==> config.mk <==
export PLATFORM = sky130hd
export DESIGN_NAME = collision_scheduler
export DESIGN_NICKNAME = d
export VERILOG_FILES = /design/src/rtl/physics_pkg.sv /design/src/rtl/sat_accumulator.sv /design/src/rtl/collision_scheduler.sv
export SDC_FILE = /design/constraint.sdc
export NUM_CORES = 1
export LEC_CHECK = 0
export CORE_MARGIN = 5
export CORE_UTILIZATION = 41
export DETAILED_ROUTE_END_ITERATION = 10
export PLACE_DENSITY_LB_ADDON = 0.2
export SLEW_MARGIN = 30
export SYNTH_ARGS = -nofsm -noshare
export SYNTH_HDL_FRONTEND = slang
export SYNTH_SLANG_ARGS = --single-unit
==> constraint.sdc <==
create_clock -name clk_in -period 1.9 [get_ports clk_in]
set_input_delay 0.38 -clock clk_in [delete_from_list [all_inputs] [get_ports clk_in]]
set_output_delay 0.38 -clock clk_in [all_outputs]
set_load 0.005 [all_outputs]
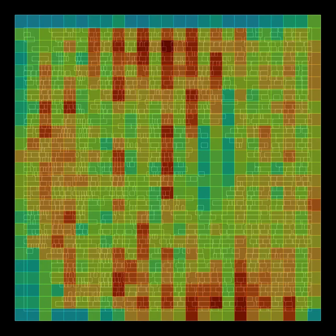
*Routing congestion*
met1 Use GR: 26.0%
GR met2 Demand/Resource: 42.1%
Final Util: 66.0%
gr busiest metal: met2

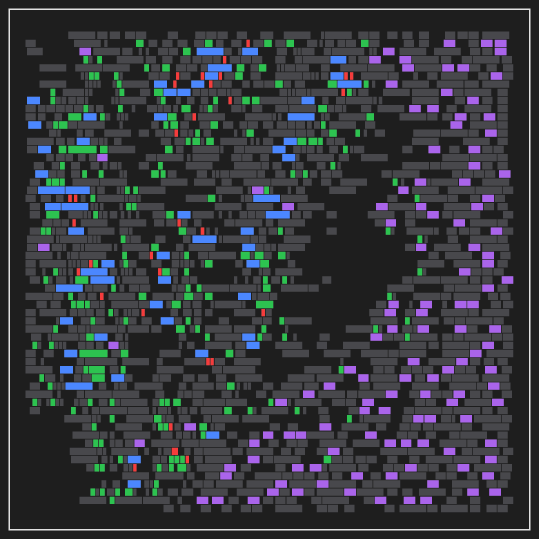
*Gate families picked out*
Drawn at 3 px/µm.
legend:
  mux cells:
    color: purple
    cells: 123
    most_used: mux2_2
  fa/ha/maj cells:
    color: blue
    cells: 56
    most_used: ha_1
  inv cells:
    color: red
    cells: 31
    most_used: inv_1
  aoi and oai cells:
    color: green
    cells: 190
    most_used: o21ai_0
dominant logic cell type in the layout: clkdlybuf4s50_1
Comb area share: 30.9%
Post-Layout Cell Count: 1,862

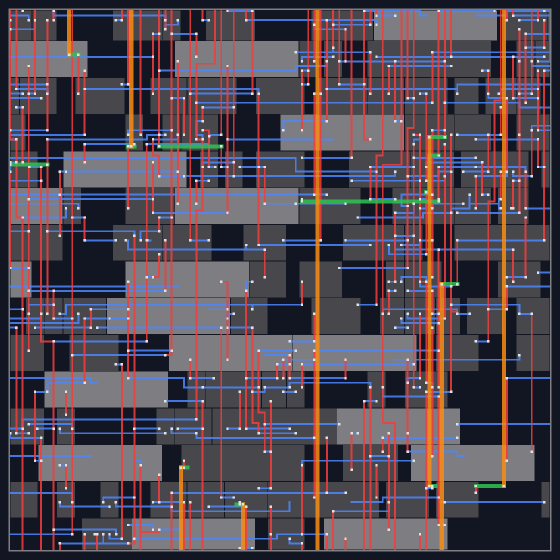
*Zoomed window*
Region (66, 101) to (106, 141) µm. Cells in gray, sequential cells in the stronger gray; small squares are vias.
legend:
  metal 4:
    color: orange
  metal 3:
    color: green
  metal 1:
    color: blue
  metal 2:
    color: red
cells with their middle in the window: 107
sequential cells in the window: 16
most frequent: nand2_1 (17), dfrtp_1 (16), clkdlybuf4s50_1 (13)

==> results_slide.txt <==
Flow Results at a Glance

Clocking
  • CTS buffer count: 25
  • # clock sinks: 219
  • Clk buf depth: 3
  • Reg clk slew, reported paths: 0.06 ns
  • CTS root buf: clkbuf_16

Die
  • Chip area: 0.0299 mm²
  • Die Y: 173 µm
  • FP Core Util: 41.7%
  • Cell Rows: 59
  • Die X: 173 µm
  • Core outline area: 0.0261 mm²

Synthesis
  • Ys cells: 1,018
  • Top-area cell share: 50.3%
  • Seq share, synth: 50.3%
  • Syn Nets: 1,275
  • Syn avg cell area: 10.7 µm²
  • Syn. warnings: 0
  • Synth Flop Type: dfrtp_1
  • Yosys stat area: 0.0109 mm²
  • Synth top area cells: dfrtp_1 (50%), mux2_2 (11%), ha_1 (5.7%)
  • Area leader, netlist: dfrtp_1
  • Async SR Flop Fraction: 100%
  • Cell count after synthesis: 1,018
  • Register bit total from synthesis: 219
  • Post-synth EDFFs: 0

Pwr
  • Max VDD drop: 0.729 mV
  • Pleak: 7.73 nW
  • Total power per unit cell area: 1500 mW/mm²

Cells and area
  • FILL cells: 2,050
  • Reg area: 0.00548 mm²
  • Ratio of cells with drive above 1 in the final layout: 21.8%
  • Final Cell Area: 0.0172 mm²
  • Gate Area: 0.00533 mm²

Min path
  • Hold depth: 3

Worst setup path
  • Setup crit start kind: register
  • R2R cell count: 9
  • CP required: 2.29 ns
  • Crit Path Category: register to register
  • Critical Path End Type: register

Detailed routing
  • # DRC: 0
  • Via/cell ratio: 5.12
  • Antenna Nets Post-Route: 0
  • Total Wirelength: 36.1 mm
  • Iteration-0 DRC Markers: 414
  • Initial DRT Pass Iterations: 5
  • Avg WL per Cell: 19.4 µm

STA
  • Cycle use final: 101%
  • Worst Max-Slew Pin Slew: 0.606 ns
  • Accumulated negative setup slack: -0.0508 ns
  • Hold slack final: 0.168 ns
  • F_max: 0.519 GHz
  • Final setup viols: 3
  • Final WS setup: -0.0270 ns
  • Fin crit period: 1.93 ns
  • Fin. Hold Viols: 0

Status
  • Violated checks: setup timing
  • Status: finished with violations

GRT
  • GRT Residual Overflow: 0
  • GRT Overall Usage: 23.1%
  • First-pass GRT wire length: 55.5 mm
  • Vias in the first global route: 9,654
  • Largest net degree at the start of global routing: 70

Placement
  • Count of input and output buffers: 389
  • Final HPWL DP: 27.7 mm
  • Dpl cells: 1,798
  • RD Place Congestion: 0.864
  • Worst slack, placed: -0.595 ns

Flow run
  • Max Cap Viol: 0
[report_power, final]
part	total [mW]	switching (mW)	internal [mW]	leakage, nW
combinational	12.8	5.23	7.59	4.59
clock	4.92	1.94	2.98	0.416
sequential	8.16	1.40	6.76	2.73
[per-layer routing]
layer	part of all wire (%)	GRT usage [%]	vias to the layer above
met5	0.094	0	-
met4	3.5	7.05	6
met3	7.5	6.79	80
met2	51	42.1	307
met1	38	26.0	4580
li1	-	-	4569
[cells in the final DEF (no fill, tap or decap), types with 5 or more instances in the layout]
cell type	count
clkdlybuf4s50_1	368
dfrtp_1	216
nand2_1	142
mux2_2	106
buf_4	106
o21ai_0	87
nor2_1	48
ha_1	38
a22oi_1	30
inv_1	27
nand3_1	27
clkbuf_16	25
xnor2_1	23
a21oi_1	22
mux2i_1	17
buf_12	16
a21o_1	15
xor2_1	14
nor3_1	13
o21ai_1	12
nand2b_1	11
dlygate4sd2_1	11
a21oi_2	10
nor2b_1	8
ha_4	8
nor3b_1	7
clkinv_2	7
dlymetal6s2s_1	7
fa_2	6
o21bai_1	5
[worst max-delay path, stage by stage (launching register included)]
cell      delay (ns)
dfrtp_1         0.38
ha_2            0.19
inv_1           0.05
fa_2            0.33
nor2b_1         0.13
o21ai_1         0.07
nand2b_1        0.11
a21oi_2         0.08
nor4bb_1        0.14
or3_1           0.32
[what timing repair did]
action,4_1_cts,5_1_grt
setup buffers,5,11
resized,54,38
hold buffers,1,0
setup endpoints to repair,27,26
pin swaps,23,33
hold endpoints to repair,96,0
[logic make-up (layout without fill, tap and decap cells)]
logic type               Yosys count  after routing  synth area share [%]
flip-flops                       219            219                  50.3
XOR/XNOR                          37             37                  2.98
adder cells (fa/ha/maj)           56             56                  6.85
AND-OR/OR-AND                    218            218                  12.4
AND/OR/NAND/NOR                  282            282                  11.6
buffers and inverters             83            590                  3.33
other                              0              2                     0
multiplexers                     123            123                  12.5
[area by class of cell]
class | count | share of cell area, %
multi-input cells | 716 | 30.9
flip-flops and latches | 219 | 31.8
inverters | 31 | 0.690
diodes | 2 | 0.0290
clock buffers | 33 | 4.04
well taps | 335 | 2.43
repair buffers | 514 | 29.3
clock inverters | 12 | 0.820
[synthesized netlist by cell type, types with 15 or more instances]
master    number
ha_1          50
a21o_1        15
mux2i_1       17
xnor2_1       23
nand2_1      145
a21oi_1       33
dfrtp_1      219
o21ai_0      100
clkbuf_1      25
nand3_1       27
a22oi_1       30
mux2_2       106
nor2_1        51
inv_1         30
buf_2         20
Power figures rest on the tool's default switching activity, not on a simulated workload.
